===== src/rtl/cpu_pkg.sv =====
`default_nettype none
// +----------------------------------------------------------------------------+
// | Module  : cpu_pkg                                                          |
// | Purpose : Shared constants for the multi-cycle MIPS-subset CPU: opcodes,  |
// |           controller state encodings, ALU_op, PCSource and ALUSrcB codes.  |
// | Rev     : 1.0  initial release                                             |
// +----------------------------------------------------------------------------+
package cpu_pkg;

    // Opcode field IR[31:26]
    localparam logic [5:0] c_OP_R_TYPE = 6'b000000;
    localparam logic [5:0] c_OP_J      = 6'b000010;
    localparam logic [5:0] c_OP_BEQ    = 6'b000100;
    localparam logic [5:0] c_OP_BNE    = 6'b000101;
    localparam logic [5:0] c_OP_ADDI   = 6'b001000;
    localparam logic [5:0] c_OP_SLTI   = 6'b001010;
    localparam logic [5:0] c_OP_ORI    = 6'b001101;
    localparam logic [5:0] c_OP_LUI    = 6'b001111;
    localparam logic [5:0] c_OP_LW     = 6'b100011;
    localparam logic [5:0] c_OP_SW     = 6'b101011;

    // Controller states (also exported on state_o)
    localparam logic [3:0] c_S_FETCH  = 4'd0;
    localparam logic [3:0] c_S_DECODE = 4'd1;
    localparam logic [3:0] c_S_MEMADR = 4'd2;
    localparam logic [3:0] c_S_MEMRD  = 4'd3;
    localparam logic [3:0] c_S_MEMWB  = 4'd4;
    localparam logic [3:0] c_S_MEMWR  = 4'd5;
    localparam logic [3:0] c_S_REX    = 4'd6;
    localparam logic [3:0] c_S_RWB    = 4'd7;
    localparam logic [3:0] c_S_BRANCH = 4'd8;
    localparam logic [3:0] c_S_IEX    = 4'd9;
    localparam logic [3:0] c_S_IWB    = 4'd10;
    localparam logic [3:0] c_S_JUMP   = 4'd11;

    // ALU operation select
    localparam logic [2:0] c_ALU_ADD   = 3'b000;
    localparam logic [2:0] c_ALU_SUB   = 3'b001;
    localparam logic [2:0] c_ALU_FUNCT = 3'b010;
    localparam logic [2:0] c_ALU_ADDI  = 3'b100;
    localparam logic [2:0] c_ALU_SLTI  = 3'b101;
    localparam logic [2:0] c_ALU_LUI   = 3'b110;
    localparam logic [2:0] c_ALU_ORI   = 3'b111;

    // PC source select
    localparam logic [1:0] c_PCSRC_ALU    = 2'b00;
    localparam logic [1:0] c_PCSRC_ALUOUT = 2'b01;
    localparam logic [1:0] c_PCSRC_JUMP   = 2'b10;

    // ALU operand B select
    localparam logic [1:0] c_SRCB_RT      = 2'b00;
    localparam logic [1:0] c_SRCB_FOUR    = 2'b01;
    localparam logic [1:0] c_SRCB_IMM     = 2'b10;
    localparam logic [1:0] c_SRCB_IMM_SH2 = 2'b11;

endpackage
`default_nettype wire


===== src/rtl/mc_wait_timer.sv =====
`default_nettype none
// +----------------------------------------------------------------------------+
// | Module  : mc_wait_timer                                                    |
// | Purpose : Memory wait-cycle counter. Counts cycles while enable_i is high, |
// |           returns to zero when clear_i is high; expired_o flags a count    |
// |           equal to WAIT_MAX.                                               |
// | Ports   : clk_i, rst_i (async, active-high), clear_i, enable_i, expired_o  |
// | Rev     : 1.0  initial release                                             |
// +----------------------------------------------------------------------------+
module mc_wait_timer #(
    parameter int WAIT_MAX = 15
) (
    input  logic clk_i,
    input  logic rst_i,
    input  logic clear_i,
    input  logic enable_i,
    output logic expired_o
);

    localparam int c_CNT_W = (WAIT_MAX < 2) ? 1 : $clog2(WAIT_MAX + 1);
    localparam logic [c_CNT_W-1:0] c_LIMIT = c_CNT_W'(WAIT_MAX);

    logic [c_CNT_W-1:0] r_count;

    always_ff @(posedge clk_i or posedge rst_i) begin
        if (rst_i) begin
            r_count <= '0;
        end else if (clear_i) begin
            r_count <= '0;
        end else if (enable_i) begin
            r_count <= r_count + c_CNT_W'(1);
        end
    end

    assign expired_o = (r_count == c_LIMIT);

endmodule
`default_nettype wire


===== src/rtl/multicycle_ctrl.sv =====
`default_nettype none
// +----------------------------------------------------------------------------+
// | Module  : multicycle_ctrl                                                  |
// | Purpose : Main controller of the multi-cycle MIPS-subset CPU. Sequences    |
// |           fetch/decode/execute/memory/writeback over a shared ALU and a    |
// |           shared req/ready memory port, counts retired instructions and    |
// |           flags illegal opcodes and memory wait timeouts.                  |
// | Ports   : clk_i, rst_i (async, active-high), instr_op_i, mem_ready_i in;   |
// |           memory request, datapath selects/enables, illegal_o, bus_err_o,  |
// |           instr_cnt_o, state_o out.                                        |
// | Rev     : 1.0  initial release                                             |
// +----------------------------------------------------------------------------+
module multicycle_ctrl
    import cpu_pkg::*;
#(
    parameter int WAIT_MAX = 15,
    parameter int CNT_W    = 32
) (
    input  logic             clk_i,
    input  logic             rst_i,
    input  logic [5:0]       instr_op_i,
    input  logic             mem_ready_i,
    output logic             mem_req_o,
    output logic             mem_we_o,
    output logic             IorD_o,
    output logic             IRWrite_o,
    output logic             PCWrite_o,
    output logic             PCWriteCond_o,
    output logic             Not_equal_o,
    output logic [1:0]       PCSource_o,
    output logic             ALUSrcA_o,
    output logic [1:0]       ALUSrcB_o,
    output logic             Signed_o,
    output logic [2:0]       ALU_op_o,
    output logic             RegDst_o,
    output logic             MemtoReg_o,
    output logic             RegWrite_o,
    output logic             illegal_o,
    output logic             bus_err_o,
    output logic [CNT_W-1:0] instr_cnt_o,
    output logic [3:0]       state_o
);

    logic [3:0]       r_state;
    logic [CNT_W-1:0] r_instr_cnt;
    logic [3:0]       w_state_next;
    logic             w_retire;
    logic             w_wait_state;
    logic             w_expired;
    logic             w_timer_en;

    logic       w_mem_req, w_mem_we, w_iord, w_irwrite, w_pcwrite, w_pcwritecond;
    logic       w_not_equal, w_alusrca, w_signed, w_regdst, w_memtoreg, w_regwrite;
    logic       w_illegal, w_bus_err;
    logic [1:0] w_pcsource, w_alusrcb;
    logic [2:0] w_alu_op;

    // The timer only runs while a memory state keeps waiting; any other cycle
    // clears it, so every entry into FETCH/MEMRD/MEMWR starts from zero.
    assign w_wait_state = (r_state == c_S_FETCH) || (r_state == c_S_MEMRD) ||
                          (r_state == c_S_MEMWR);
    assign w_timer_en   = w_wait_state && !mem_ready_i && !w_expired;

    mc_wait_timer #(
        .WAIT_MAX (WAIT_MAX)
    ) u_wait_timer (
        .clk_i     (clk_i),
        .rst_i     (rst_i),
        .clear_i   (!w_timer_en),
        .enable_i  (w_timer_en),
        .expired_o (w_expired)
    );

    always_ff @(posedge clk_i or posedge rst_i) begin
        if (rst_i) begin
            r_state     <= c_S_FETCH;
            r_instr_cnt <= '0;
        end else begin
            r_state <= w_state_next;
            if (w_retire) begin
                r_instr_cnt <= r_instr_cnt + CNT_W'(1);
            end
        end
    end

    // Next state and per-state controls; opcode-dependent fields use the live opcode.
    always_comb begin
        w_state_next  = r_state;
        w_retire      = 1'b0;
        w_mem_req     = 1'b0;
        w_mem_we      = 1'b0;
        w_iord        = 1'b0;
        w_irwrite     = 1'b0;
        w_pcwrite     = 1'b0;
        w_pcwritecond = 1'b0;
        w_not_equal   = 1'b0;
        w_pcsource    = c_PCSRC_ALU;
        w_alusrca     = 1'b0;
        w_alusrcb     = c_SRCB_RT;
        w_signed      = 1'b0;
        w_alu_op      = c_ALU_ADD;
        w_regdst      = 1'b0;
        w_memtoreg    = 1'b0;
        w_regwrite    = 1'b0;
        w_illegal     = 1'b0;
        w_bus_err     = 1'b0;

        case (r_state)
            c_S_FETCH: begin
                w_mem_req = 1'b1;
                w_alusrcb = c_SRCB_FOUR;
                if (mem_ready_i) begin
                    w_irwrite    = 1'b1;
                    w_pcwrite    = 1'b1;
                    w_state_next = c_S_DECODE;
                end else if (w_expired) begin
                    // Timeout: PC untouched, so the same address is refetched.
                    w_bus_err    = 1'b1;
                    w_state_next = c_S_FETCH;
                end
            end
            c_S_DECODE: begin
                w_alusrcb = c_SRCB_IMM_SH2;
                case (instr_op_i)
                    c_OP_LW, c_OP_SW:                       w_state_next = c_S_MEMADR;
                    c_OP_R_TYPE:                            w_state_next = c_S_REX;
                    c_OP_BEQ, c_OP_BNE:                     w_state_next = c_S_BRANCH;
                    c_OP_ADDI, c_OP_SLTI, c_OP_LUI, c_OP_ORI: w_state_next = c_S_IEX;
                    c_OP_J:                                 w_state_next = c_S_JUMP;
                    default: begin
                        w_illegal    = 1'b1;
                        w_state_next = c_S_FETCH;
                    end
                endcase
            end
            c_S_MEMADR: begin
                w_alusrca    = 1'b1;
                w_alusrcb    = c_SRCB_IMM;
                w_signed     = 1'b1;
                w_state_next = (instr_op_i == c_OP_SW) ? c_S_MEMWR : c_S_MEMRD;
            end
            c_S_MEMRD: begin
                w_mem_req = 1'b1;
                w_iord    = 1'b1;
                if (mem_ready_i) begin
                    w_state_next = c_S_MEMWB;
                end else if (w_expired) begin
                    w_bus_err    = 1'b1;
                    w_state_next = c_S_FETCH;
                end
            end
            c_S_MEMWB: begin
                w_regwrite   = 1'b1;
                w_memtoreg   = 1'b1;
                w_retire     = 1'b1;
                w_state_next = c_S_FETCH;
            end
            c_S_MEMWR: begin
                w_mem_req = 1'b1;
                w_mem_we  = 1'b1;
                w_iord    = 1'b1;
                if (mem_ready_i) begin
                    w_retire     = 1'b1;
                    w_state_next = c_S_FETCH;
                end else if (w_expired) begin
                    w_bus_err    = 1'b1;
                    w_state_next = c_S_FETCH;
                end
            end
            c_S_REX: begin
                w_alusrca    = 1'b1;
                w_alu_op     = c_ALU_FUNCT;
                w_state_next = c_S_RWB;
            end
            c_S_RWB: begin
                w_regwrite   = 1'b1;
                w_regdst     = 1'b1;
                w_retire     = 1'b1;
                w_state_next = c_S_FETCH;
            end
            c_S_BRANCH: begin
                w_alusrca     = 1'b1;
                w_alu_op      = c_ALU_SUB;
                w_pcwritecond = 1'b1;
                w_pcsource    = c_PCSRC_ALUOUT;
                w_not_equal   = (instr_op_i == c_OP_BNE);
                w_retire      = 1'b1;
                w_state_next  = c_S_FETCH;
            end
            c_S_IEX: begin
                w_alusrca = 1'b1;
                w_alusrcb = c_SRCB_IMM;
                w_signed  = (instr_op_i != c_OP_ORI);
                case (instr_op_i)
                    c_OP_ADDI: w_alu_op = c_ALU_ADDI;
                    c_OP_SLTI: w_alu_op = c_ALU_SLTI;
                    c_OP_LUI:  w_alu_op = c_ALU_LUI;
                    c_OP_ORI:  w_alu_op = c_ALU_ORI;
                    default:   w_alu_op = c_ALU_ADD;
                endcase
                w_state_next = c_S_IWB;
            end
            c_S_IWB: begin
                w_regwrite   = 1'b1;
                w_retire     = 1'b1;
                w_state_next = c_S_FETCH;
            end
            c_S_JUMP: begin
                w_pcwrite    = 1'b1;
                w_pcsource   = c_PCSRC_JUMP;
                w_retire     = 1'b1;
                w_state_next = c_S_FETCH;
            end
            default: begin
                w_state_next = c_S_FETCH;
            end
        endcase
    end

    // Reset forces every control low immediately, abandoning any in-flight access.
    assign mem_req_o     = w_mem_req     & ~rst_i;
    assign mem_we_o      = w_mem_we      & ~rst_i;
    assign IorD_o        = w_iord        & ~rst_i;
    assign IRWrite_o     = w_irwrite     & ~rst_i;
    assign PCWrite_o     = w_pcwrite     & ~rst_i;
    assign PCWriteCond_o = w_pcwritecond & ~rst_i;
    assign Not_equal_o   = w_not_equal   & ~rst_i;
    assign PCSource_o    = w_pcsource    & {2{~rst_i}};
    assign ALUSrcA_o     = w_alusrca     & ~rst_i;
    assign ALUSrcB_o     = w_alusrcb     & {2{~rst_i}};
    assign Signed_o      = w_signed      & ~rst_i;
    assign ALU_op_o      = w_alu_op      & {3{~rst_i}};
    assign RegDst_o      = w_regdst      & ~rst_i;
    assign MemtoReg_o    = w_memtoreg    & ~rst_i;
    assign RegWrite_o    = w_regwrite    & ~rst_i;
    assign illegal_o     = w_illegal     & ~rst_i;
    assign bus_err_o     = w_bus_err     & ~rst_i;
    assign instr_cnt_o   = r_instr_cnt;
    assign state_o       = r_state;

endmodule
`default_nettype wire


===== config.mk =====
export PLATFORM = sky130hd
export DESIGN_NAME = multicycle_ctrl
export DESIGN_NICKNAME = d
export VERILOG_FILES = /design/src/rtl/cpu_pkg.sv /design/src/rtl/mc_wait_timer.sv /design/src/rtl/multicycle_ctrl.sv
export SDC_FILE = /design/constraint.sdc
export NUM_CORES = 1
export LEC_CHECK = 0
export CORE_MARGIN = 2
export CORE_UTILIZATION = 45
export DETAILED_ROUTE_END_ITERATION = 16
export PLACE_DENSITY = 0.75
export SLEW_MARGIN = 20
export SYNTH_ARGS = -nofsm -noshare
export SYNTH_HDL_FRONTEND = slang
export SYNTH_SLANG_ARGS = --single-unit

===== constraint.sdc =====
create_clock -name clk_i -period 3.3 [get_ports clk_i]
set_input_delay 0.825 -clock clk_i [delete_from_list [all_inputs] [get_ports clk_i]]
set_output_delay 0.825 -clock clk_i [all_outputs]
set_load 0.005 [all_outputs]

==> reports/metrics.cfg, run 1 <==
[pwr]
p_clk_share_pct=24.9
comb_power_share_pct=37.1
p_seq_share_pct=38.1
power_switching_uw=558
p_int_uw=1090
seq_power_uw=627
pg_clk_uw=409
pwr_density_cell_nw_per_um2=487

[finish]
n_all_buffers=88
lay_top_count=clkdlybuf4s50_1
nets=350
ff_count=40
drive_above_1_share_pct=15.6
seq_share_pct=29.7
design_area_um2=3380
antenna_cells=0

[synth]
synth_area_leader_cell=dfrtp_1
syn_inst=254
ys_sh_mux_pct=0.910
xor_share_pct=13.5
ys_sh_aoi_pct=8.03
edf_count=0
ys.flop_type=dfrtp_1
syn_avg_cell_area_um2=9.21
yosys_warnings=0
top_area_share_pct=42.8
yosysUniqueCellTypes=44
syn-num-nets=265

[worst_setup_path]
start_kind=input pin
r2r_slack_ns=1.19
crit_chain=clkdlybuf4s50_1, or3_1, a211oi_2, nor2_1, clkdlybuf4s50_1
slowest_delay_ns=0.48
slowest_stage=clkdlybuf4s50_1
worst_r2r_endpoint=instr_cnt_o[27]

[floorplan]
die_y_um=76.1
die_width_um=76.1
dieArea_um2=5790
num_rows=26
core_um2=5070

[clock_tree]
ctsHoldBuffers=0
htree_num_levels=2
postCtsSetupRepairBufs=0
cts_buffer_depth=2
clkTransAtPathRegs_ns=0.08

[detailed_routing]
vias_per_cell=5.18
drt_first_pass_iters=4
ant_nets=0
drtIter0Drc=82

[status]
outcome=complete, no violations

[placement]
dpl_cell_area_um2=3210
dp_slack_ns=-0.138
place_hpwl_um=4240

[final_timing]
tightest_slew_ns=0.491
setup_viol=0
fmax_mhz=306
final_max_slew_viol_count=0
fin_crit_sh_pct=98.9
setup_ws_ns=0.0357

[min_path]
hp-class=flop to flop

[grt]
overflow=0
grt_pass1_vias=1948

[flow_run]
warnings=28

[run 1: registers in the layout, indices dropped and copies added, names as in the netlist]
| signal | count |
|---|---|
| u_wait_timer.r_count | 4 |
| instr_cnt_o | 32 |
| state_o | 4 |
[run 1: synth_stat cells (2+ instances only)]
cell type and n:
dfrtp_1 40, nor2_1 27, nor3_1 20, nand2_1 19
xnor2_1 19, xor2_1 17, nand3_1 15, inv_1 10
nand2b_1 9, nor2b_1 7, and3_1 6, clkbuf_1 6
nand4_1 6, a21oi_1 5, a211oi_1 4, o21ai_0 4
or3_1 4, o21a_1 3, a31oi_1 2, and2_1 2
buf_2 2, ha_1 2, nand3_2 2, nor4_1 2
nor4_4 2
[run 1: per-layer routing]
| layer | wire length (um) | vias to the layer above | part of all wire, % | track usage [%] |
|---|---|---|---|---|
| met5 | 0 | - | 0 | 0 |
| met4 | 98 | 0 | 1.7 | 8.18 |
| met3 | 222 | 7 | 3.9 | 3.79 |
| met2 | 2830 | 53 | 49 | 32.5 |
| met1 | 2590 | 1017 | 45 | 26.7 |
| li1 | - | 1047 | - | - |
[run 1: how the worst max path moves through the flow]
| stage | cells after the start | from | end | slack [ns] |
|---|---|---|---|---|
| after floorplan | 4 | rst_i | Not_equal_o | 0.04 |
| after CTS | 5 | instr_op_i[5] | illegal_o | -0.006 |
| after detailed placement | 7 | instr_op_i[2] | ALU_op_o[0] | -0.14 |
| after global routing | 5 | instr_op_i[3] | illegal_o | -0.0006 |
| final | 5 | instr_op_i[3] | illegal_o | 0.04 |
| after global placement | 5 | instr_op_i[0] | illegal_o | -0.08 |
[run 1: worst max-delay path, delay by kind of cell]
kind | cells | cell delay (ns)
buffers and inverters | 2 | 0.93
AND/OR/NAND/NOR | 2 | 0.46
AND-OR/OR-AND | 1 | 0.21
==> run_1/layer_met1.png <==
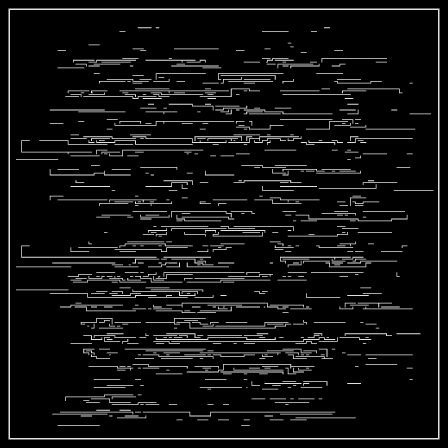
share of all routed wire: 45%
wire length on this layer: 2590 um
nets with wire on the layer: 314
main direction: horizontal
DR vias: 2124
total wire length: 5740 um

==> run_1/layer_met2.png <==
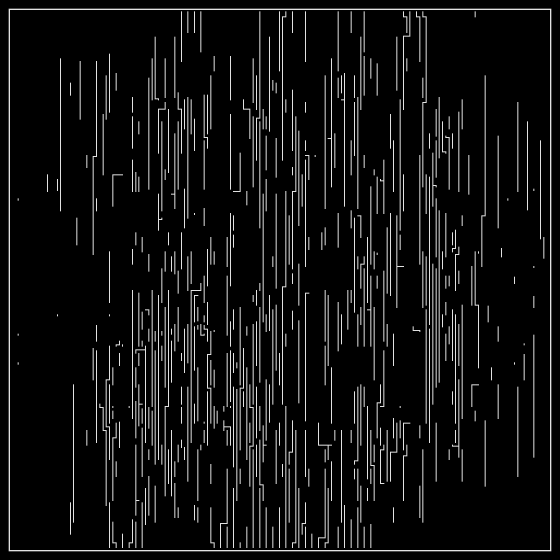
main direction: vertical
nets with wire on the layer: 300
share of all routed wire: 49%
GR Util met2: 32.5%

==> run_1/layer_met3.png <==
The bar under the picture is 20 um long.
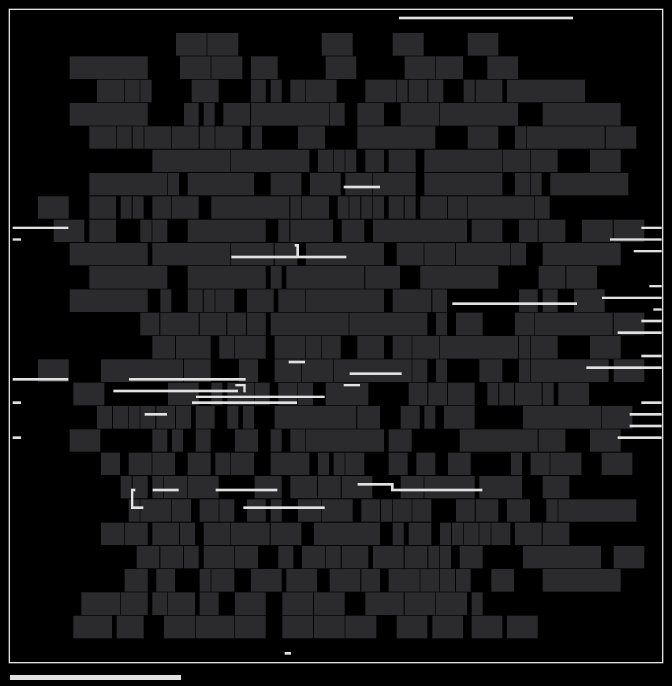
share of all routed wire: 3.9%
wire length on this layer: 223 um
longest straight run: 20.0 um
main direction: horizontal
nets with wire on the layer: 33
met3 GRT Util: 3.79%

==> run_1/congestion.png <==
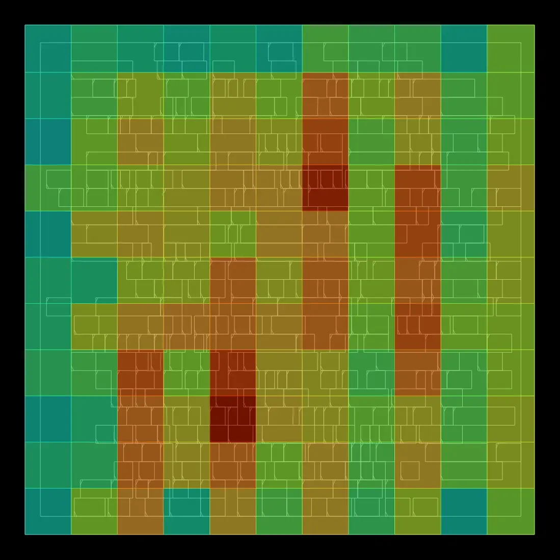
gr usage total: 20.1%
GR peak layer: met2
final core utilization: 66.6%

==> run 1 -> run 2 <==
- HOLD_SLACK_MARGIN: not set -> 0.03
==> run_2/congestion.png <==
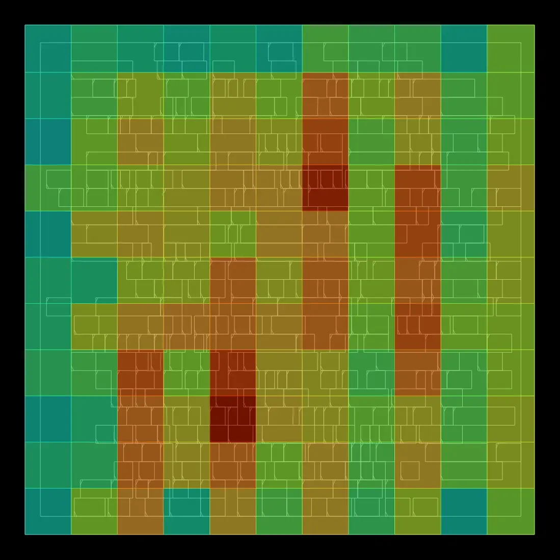
M1 GR Usage: 26.7%
DR WL/cell: 14.0 um

==> run 2 against run 1 <==
Compared with the run above: first-iteration DRC count unchanged; clock power about the same; worst hold slack unchanged; largest power group unchanged; sequential power about the same; sequential share of layout area unchanged; die size unchanged; non-clock buffer count unchanged; routed wire length unchanged.
==> reports/metrics.cfg, run 2 <==
[status]
outcome=complete, no violations

[detailed_routing]
drt_first_pass_iters=4  ; unchanged
routed-wl-met2_um=2830  ; unchanged
vias_per_cell=5.18  ; unchanged
met1Wirelength_um=2590  ; unchanged
route.met3.wl_um=222  ; unchanged
drtIter0Drc=82  ; unchanged
maxUsedRoutingLayer=met4
vias=2124  ; unchanged
routed_wl_um=5740  ; unchanged
ant_nets=0  ; unchanged

[floorplan]
num_rows=26  ; unchanged
dieArea_um2=5790  ; unchanged
die_width_um=76.1  ; unchanged
core_um2=5070  ; unchanged
die_y_um=76.1  ; unchanged
pin_count=66

[finish]
lay_top_count=clkdlybuf4s50_1
drive_above_1_share_pct=15.6  ; unchanged
largest_reg_flops=32  ; unchanged
instances_no_fill=410
nets=350  ; unchanged
fin_util_pct=66.6  ; unchanged
design_area_um2=3380  ; unchanged
antenna_cells=0  ; unchanged

[worst_setup_path]
start_kind=input pin
critPathMaxFanout=4

[pwr]
vdd_drop_max_uv=276
pwr_density_cell_nw_per_um2=487  ; unchanged

[clock_tree]
clkTransAtPathRegs_ns=0.08  ; about the same
cts_buffers=5
ctsHoldBuffers=0  ; unchanged
htree_num_levels=2  ; unchanged
cts_buffer_depth=2  ; unchanged
tritoncts=yes

[synth]
syn_inst=254  ; unchanged
synth.top_cells.by_count=dfrtp_1, nor2_1, nor3_1
top_cell=dfrtp_1
synth_area_leader_cell=dfrtp_1
syn_avg_cell_area_um2=9.21  ; unchanged
yosysUniqueCellTypes=44  ; unchanged
top_area_share_pct=42.8  ; unchanged
ys.flop_type=dfrtp_1
syn-num-nets=265  ; unchanged
edf_count=0  ; unchanged
yosys_warnings=0  ; unchanged

[grt]
gr-usage-met3_pct=3.79  ; unchanged
grt_max_degree=41
grt_pass1_vias=1948  ; unchanged
grt_pass1_wl_um=9470
overflow=0  ; unchanged
busiest_layer=met2
grt_usage_pct=20.1  ; unchanged
grt_use_met2_pct=32.5  ; unchanged

[final_timing]
setup_viol=0  ; unchanged
fin_crit_sh_pct=98.9  ; unchanged
fmax_mhz=306  ; unchanged
tightest_slew_ns=0.491  ; unchanged
final_max_slew_viol_count=0  ; unchanged

[placement]
place_hpwl_um=4240  ; unchanged
dpl_cell_area_um2=3210  ; unchanged
dp_slack_ns=-0.138  ; unchanged

[flow_run]
warnings=28  ; unchanged

==> run 2: logic make-up (layout without fill, tap and decap cells) <==
kind of cell / Yosys count / after routing / synth area share (%)
DFF: 40 / 40 / 42.8
buffers and inverters: 20 / 106 / 3.48
muxes: 2 / 2 / 0.910
adders and majority gates: 2 / 2 / 1.07
and+or+nand+nor: 128 / 128 / 30.2
xor gates and xnor gates: 36 / 36 / 13.5
AOI/OAI and AO/OA: 26 / 26 / 8.03
==> run 2: path summary, 6_finish.rpt <==
| kind | start | to | slack [ns] | cells past startpoint |
|---|---|---|---|---|
| max | instr_op_i[3] | illegal_o | 0.04 | 5 |
| min | u_wait_timer.r_count[0] | u_wait_timer.r_count[0] | 0.46 | 1 |
| max reg2reg | state_o[0] | instr_cnt_o[27] | 1.19 | 7 |
| min reg2reg | u_wait_timer.r_count[0] | u_wait_timer.r_count[0] | 0.46 | 1 |
| max in group asynchronous | rst_i | state_o[0] | 2.16 | 3 |
| min in group asynchronous | rst_i | instr_cnt_o[5] | 0.77 | 3 |
==> run 2: what timing repair did <==
action,4_1_cts,5_1_grt
resized,6,13
pin swaps,0,1
endpoints found under the setup margin,4,7
buffers inserted,0,0
==> run 2: cell type report <==
cell class,count,area (um2)
fill,415,1690
multi-input combinational,194,1310
sequential,40,1000
timing repair buffer,88,827
tap,70,87.6
clock buffer,5,68.8
clock inverter,3,46.3
inverter,10,37.5
==> run 2: critical path: stages <==
cell and delay (ns):
clkdlybuf4s50_1 0.48, or3_1 0.39, a211oi_2 0.21, nor2_1 0.07, clkdlybuf4s50_1 0.45
==> run 2: report_power, final <==
group	total (uW)	switching (uW)	internal [uW]
sequential	627	84.7	542
clock	409	182	228
combinational	611	292	319
total	1650	558	1090
No activity file was given, so power comes from the tool's default toggle rates.
